File: config.mk
export PLATFORM = sky130hd
export DESIGN_NAME = priority_scan_flat
export DESIGN_NICKNAME = d
export VERILOG_FILES = /design/src/rtl/priority_scan_pkg.sv /design/src/rtl/priority_scan_if.sv /design/src/rtl/priority_find.sv /design/src/rtl/priority_scan.sv /design/src/flat_wrapper.sv
export SDC_FILE = /design/constraint.sdc
export NUM_CORES = 1
export LEC_CHECK = 0
export CORE_MARGIN = 4
export CORE_UTILIZATION = 31
export DETAILED_ROUTE_END_ITERATION = 10
export SLEW_MARGIN = 20
export SYNTH_ARGS = -nofsm -noshare
export SYNTH_HDL_FRONTEND = slang
export SYNTH_HIERARCHICAL = 1
export SYNTH_SLANG_ARGS = --single-unit
File: constraint.sdc
create_clock -name clk -period 2.4 [get_ports clk]
set_input_delay 0.6 -clock clk [delete_from_list [all_inputs] [get_ports clk]]
set_output_delay 0.6 -clock clk [all_outputs]
set_load 0.005 [all_outputs]
File: src/rtl/priority_scan_pkg.sv
// Shared types for the priority scanner: FSM state encoding and scan-direction codes.
// Latency: n/a (types and constants only).
// Backpressure: n/a.
package priority_scan_pkg;

    typedef enum logic [1:0] {
        IDLE = 2'd0,
        SCAN = 2'd1,
        NONE = 2'd2
    } state_e;

    localparam logic DIR_MSB = 1'b0;
    localparam logic DIR_LSB = 1'b1;

endpackage

File: src/rtl/priority_scan_if.sv
// Request/result bundle for priority_scan: vector in, one index beat per set bit out.
// Latency: n/a (wires only).
// Backpressure: in_valid/in_ready on the request side, out_valid/out_ready on the result side.
interface priority_scan_if #(
    parameter int WIDTH = 16,
    parameter int IDXW  = $clog2(WIDTH)
);
    logic             in_valid;
    logic             in_ready;
    logic [WIDTH-1:0] in_vec;
    logic             in_dir;
    logic             flush;
    logic             out_valid;
    logic             out_ready;
    logic [IDXW-1:0]  out_idx;
    logic             out_last;
    logic             out_none;
    logic [IDXW:0]    hit_count;

    // Scanner side.
    modport slave (
        input  in_valid, in_vec, in_dir, flush, out_ready,
        output in_ready, out_valid, out_idx, out_last, out_none, hit_count
    );

    // Producer/consumer side.
    modport master (
        output in_valid, in_vec, in_dir, flush, out_ready,
        input  in_ready, out_valid, out_idx, out_last, out_none, hit_count
    );
endinterface

File: src/rtl/priority_find.sv
// Combinational priority encoder: picks the highest (MSB-first) or lowest (LSB-first) set bit.
// Latency: 0 cycles, pure combinational.
// Backpressure: none.
module priority_find
    import priority_scan_pkg::*;
#(
    parameter int WIDTH = 16
) (
    input  logic [WIDTH-1:0]         vec,
    input  logic                     dir,
    output logic [$clog2(WIDTH)-1:0] idx,
    output logic                     any,
    output logic                     single
);
    localparam int IDXW = $clog2(WIDTH);

    // Walk the vector so the winning bit is the last one written.
    always_comb begin
        idx = '0;
        for (int i = 0; i < WIDTH; i++) begin
            if (dir == DIR_LSB) begin
                if (vec[WIDTH-1-i]) idx = IDXW'(WIDTH-1-i);
            end else begin
                if (vec[i]) idx = IDXW'(i);
            end
        end
    end

    assign any    = |vec;
    // Clearing the lowest set bit leaves zero only when exactly one bit was set.
    assign single = any && ((vec & (vec - WIDTH'(1))) == '0);

endmodule

File: src/rtl/priority_scan.sv
// Scans a captured vector and emits one index beat per set bit, or a single "none" beat.
// Latency: first beat 1 cycle after acceptance; then one beat per cycle while out_ready is high.
// Backpressure: beats hold stable under out_ready=0; no new vector is accepted until the scan ends.
module priority_scan
    import priority_scan_pkg::*;
#(
    parameter int WIDTH = 16,
    parameter int IDXW  = $clog2(WIDTH)
) (
    input  logic           clk,
    input  logic           rst_n,
    priority_scan_if.slave bus
);
    localparam logic [IDXW:0] HIT_MAX = (IDXW+1)'(WIDTH);

    state_e           state_q, state_d;
    logic [WIDTH-1:0] mask_q, mask_d;
    logic             dir_q, dir_d;
    logic [IDXW:0]    hit_q, hit_d;

    logic [IDXW-1:0]  find_idx;
    logic             find_any;
    logic             find_single;
    logic             scan_act;
    logic             none_act;

    priority_find #(.WIDTH(WIDTH)) u_find (
        .vec    (mask_q),
        .dir    (dir_q),
        .idx    (find_idx),
        .any    (find_any),
        .single (find_single)
    );

    assign scan_act = (state_q == SCAN) && find_any;
    assign none_act = (state_q == NONE);

    // Next-state: capture in IDLE, retire one bit per handshake in SCAN, flush beats a handshake.
    always_comb begin
        state_d = state_q;
        mask_d  = mask_q;
        dir_d   = dir_q;
        hit_d   = hit_q;
        case (state_q)
            IDLE: begin
                // flush is meaningless here; a concurrent request is still taken.
                if (bus.in_valid) begin
                    mask_d  = bus.in_vec;
                    dir_d   = bus.in_dir;
                    hit_d   = '0;
                    state_d = (|bus.in_vec) ? SCAN : NONE;
                end
            end
            SCAN: begin
                if (bus.flush) begin
                    state_d = IDLE;
                    mask_d  = '0;
                end else if (bus.out_ready && find_any) begin
                    mask_d = mask_q & ~(WIDTH'(1) << find_idx);
                    if (hit_q != HIT_MAX) hit_d = hit_q + 1'b1;
                    if (find_single) state_d = IDLE;
                end
            end
            NONE: begin
                if (bus.flush) begin
                    state_d = IDLE;
                    mask_d  = '0;
                end else if (bus.out_ready) begin
                    state_d = IDLE;
                end
            end
            default: begin
                state_d = IDLE;
                mask_d  = '0;
            end
        endcase
    end

    // State registers with synchronous active-low reset.
    always_ff @(posedge clk) begin
        if (!rst_n) begin
            state_q <= IDLE;
            mask_q  <= '0;
            dir_q   <= DIR_MSB;
            hit_q   <= '0;
        end else begin
            state_q <= state_d;
            mask_q  <= mask_d;
            dir_q   <= dir_d;
            hit_q   <= hit_d;
        end
    end

    // Outputs come only from registered state and the encoder; reset forces everything low.
    assign bus.in_ready  = rst_n && (state_q == IDLE);
    assign bus.out_valid = rst_n && (scan_act || none_act);
    assign bus.out_idx   = (rst_n && scan_act) ? find_idx : '0;
    assign bus.out_last  = rst_n && (none_act || (scan_act && find_single));
    assign bus.out_none  = rst_n && none_act;
    assign bus.hit_count = rst_n ? hit_q : '0;

endmodule

File: src/flat_wrapper.sv
// flat-port wrapper written by rule: the top's interface ports become plain ports
module priority_scan_flat import priority_scan_pkg::*;
#(
    parameter int WIDTH = 16,
    parameter int IDXW  = $clog2(WIDTH)
)
  (clk, rst_n, bus_in_valid, bus_in_vec, bus_in_dir, bus_flush, bus_out_ready, bus_in_ready, bus_out_valid, bus_out_idx, bus_out_last, bus_out_none, bus_hit_count);
  priority_scan_if #(.WIDTH(WIDTH), .IDXW(IDXW)) bus_i ();
  input  logic clk;
  input  logic rst_n;
  input wire logic [$bits(bus_i.in_valid)-1:0] bus_in_valid;
  input wire logic [$bits(bus_i.in_vec)-1:0] bus_in_vec;
  input wire logic [$bits(bus_i.in_dir)-1:0] bus_in_dir;
  input wire logic [$bits(bus_i.flush)-1:0] bus_flush;
  input wire logic [$bits(bus_i.out_ready)-1:0] bus_out_ready;
  output wire logic [$bits(bus_i.in_ready)-1:0] bus_in_ready;
  output wire logic [$bits(bus_i.out_valid)-1:0] bus_out_valid;
  output wire logic [$bits(bus_i.out_idx)-1:0] bus_out_idx;
  output wire logic [$bits(bus_i.out_last)-1:0] bus_out_last;
  output wire logic [$bits(bus_i.out_none)-1:0] bus_out_none;
  output wire logic [$bits(bus_i.hit_count)-1:0] bus_hit_count;
  assign bus_i.in_valid = bus_in_valid;
  assign bus_i.in_vec = bus_in_vec;
  assign bus_i.in_dir = bus_in_dir;
  assign bus_i.flush = bus_flush;
  assign bus_i.out_ready = bus_out_ready;
  assign bus_in_ready = bus_i.in_ready;
  assign bus_out_valid = bus_i.out_valid;
  assign bus_out_idx = bus_i.out_idx;
  assign bus_out_last = bus_i.out_last;
  assign bus_out_none = bus_i.out_none;
  assign bus_hit_count = bus_i.hit_count;
  priority_scan #(.WIDTH(WIDTH), .IDXW(IDXW)) u_core (.clk(clk), .rst_n(rst_n), .bus(bus_i));
endmodule
Metal layers overlaid:
The bar under the picture is 20 um long.
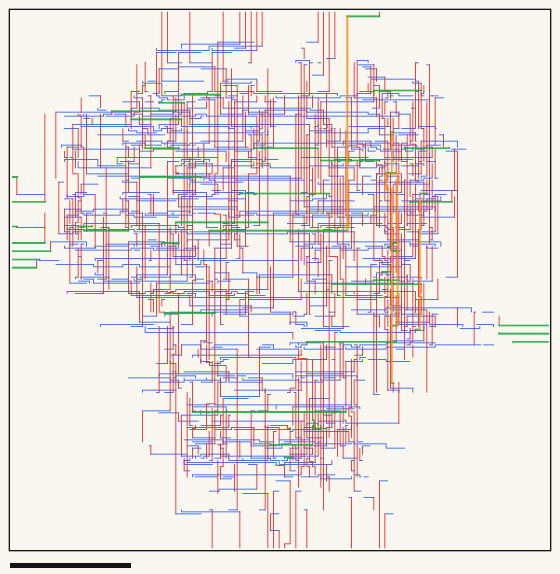
Key: metal 1 = blue [wire length 3180 um]; metal 3 = green [wire length 295 um]; metal 4 = orange [wire length 125 um]; metal 2 = red [wire length 3250 um]
vias: 2407
Global Route Usage Sum: 17.3%
Post-Route WL: 6850 um
routed wire length per instance: 15.8 um

==> flow_metrics.tcl <==
# implementation run metrics
set metrics [dict create \
    final_cell_mix "buf_4 (56), nand2_1 (36), clkdlybuf4s50_1 (26), a21oi_1 (26)" \
    r2r_slack_ns 0.11 \
    antenna_cells 0 \
    clkbuf_count 3 \
    comb_share_pct 49.0 \
    area_share_nonclk_buffers_pct 27.9 \
    ys_warn_count 6 \
    setup_viol 6 \
    p_clk_uw 241 \
    clock_latency_ns 0.26 \
    violations "negative setup slack" \
    outcome "finished, violations left" \
    cts_buffers 3 \
    holdPathEnd "u_core/hit_q[3]" \
    place_ws_ns -0.409 \
    holdCritPathClass "reg -> reg" \
    swShare_pct 36.5 \
    mux_share_pct 0.552 \
    warnings 29 \
    layout_setup_ws_ns -0.398 \
    io_pins 35 \
    hold_viol 0 \
    synth_stat.cells 275 \
    r2r_end "u_core/mask_q[4]" \
    period_used_pct 117 \
    ir_worst_vdd_uv 234 \
    slew_viol_final 0 \
    cts_max_path_buffers 2 \
    leakage_nw 1.18 \
    largest_reg_flops 16 \
    powerDensity_nw_per_um2 474 \
    globalRouteMet1Util_pct 24.4 \
    min_period_ns 2.80 \
    grt_setup_unrepaired "true" \
    drtIter0Drc 157 \
    use_met2_pct 27.3 \
    worst-endpoint-arrival_ns 2.20 \
    top_cells_by_area "dfxtp_1 (24%), a21oi_1 (6.6%), nand2_1 (6.6%), o21ai_0 (6.4%), a311oi_1 (6.0%)" \
    tightest_slew_ns 0.793 \
    place_inst 424 \
]
Cell area per tile:
The die is cut into 9 by 9 equal tiles; dark blue is low, red is high, 0 to 100% covered.
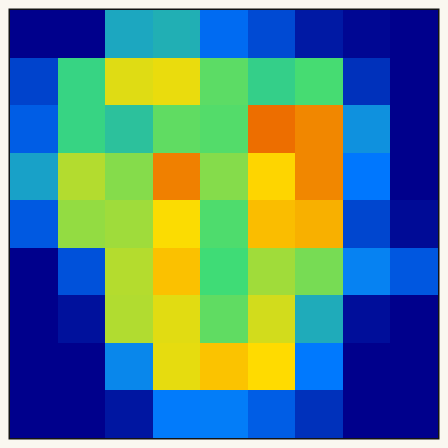
The densest ninth of the die: middle. 12% of the tiles are over 75% full. 22% of the tiles are nearly empty.
Finished Core Util: 45.9%
fp util: 31.9%
core area: 6390 um2

## Yosys cell counts, types with 2 or more instances
cell type,number
inv_1,15
o32ai_1,2
ha_1,2
o22ai_1,2
nor3b_4,2
o311ai_0,3
a221oi_1,2
nand4_1,2
a31oi_1,2
a22oi_1,2
nand2b_1,9
nor4_1,7
or2_2,4
a21oi_1,27
and2_1,7
clkbuf_1,8
a311oi_1,14
a311oi_2,3
nand3_1,6
nand4b_1,3
dfxtp_1,24
nor3_1,5
or4_1,5
nand2_1,36
o21ai_0,26
buf_6,7
nor2_1,18
o211ai_1,4
## what timing repair did
item	CTS	global route
cloned	0	0
gates resized	37	9
hold buffers	0	0
buffers inserted	4	2
endpoints found under the setup margin	13	16
pin swaps	7	6
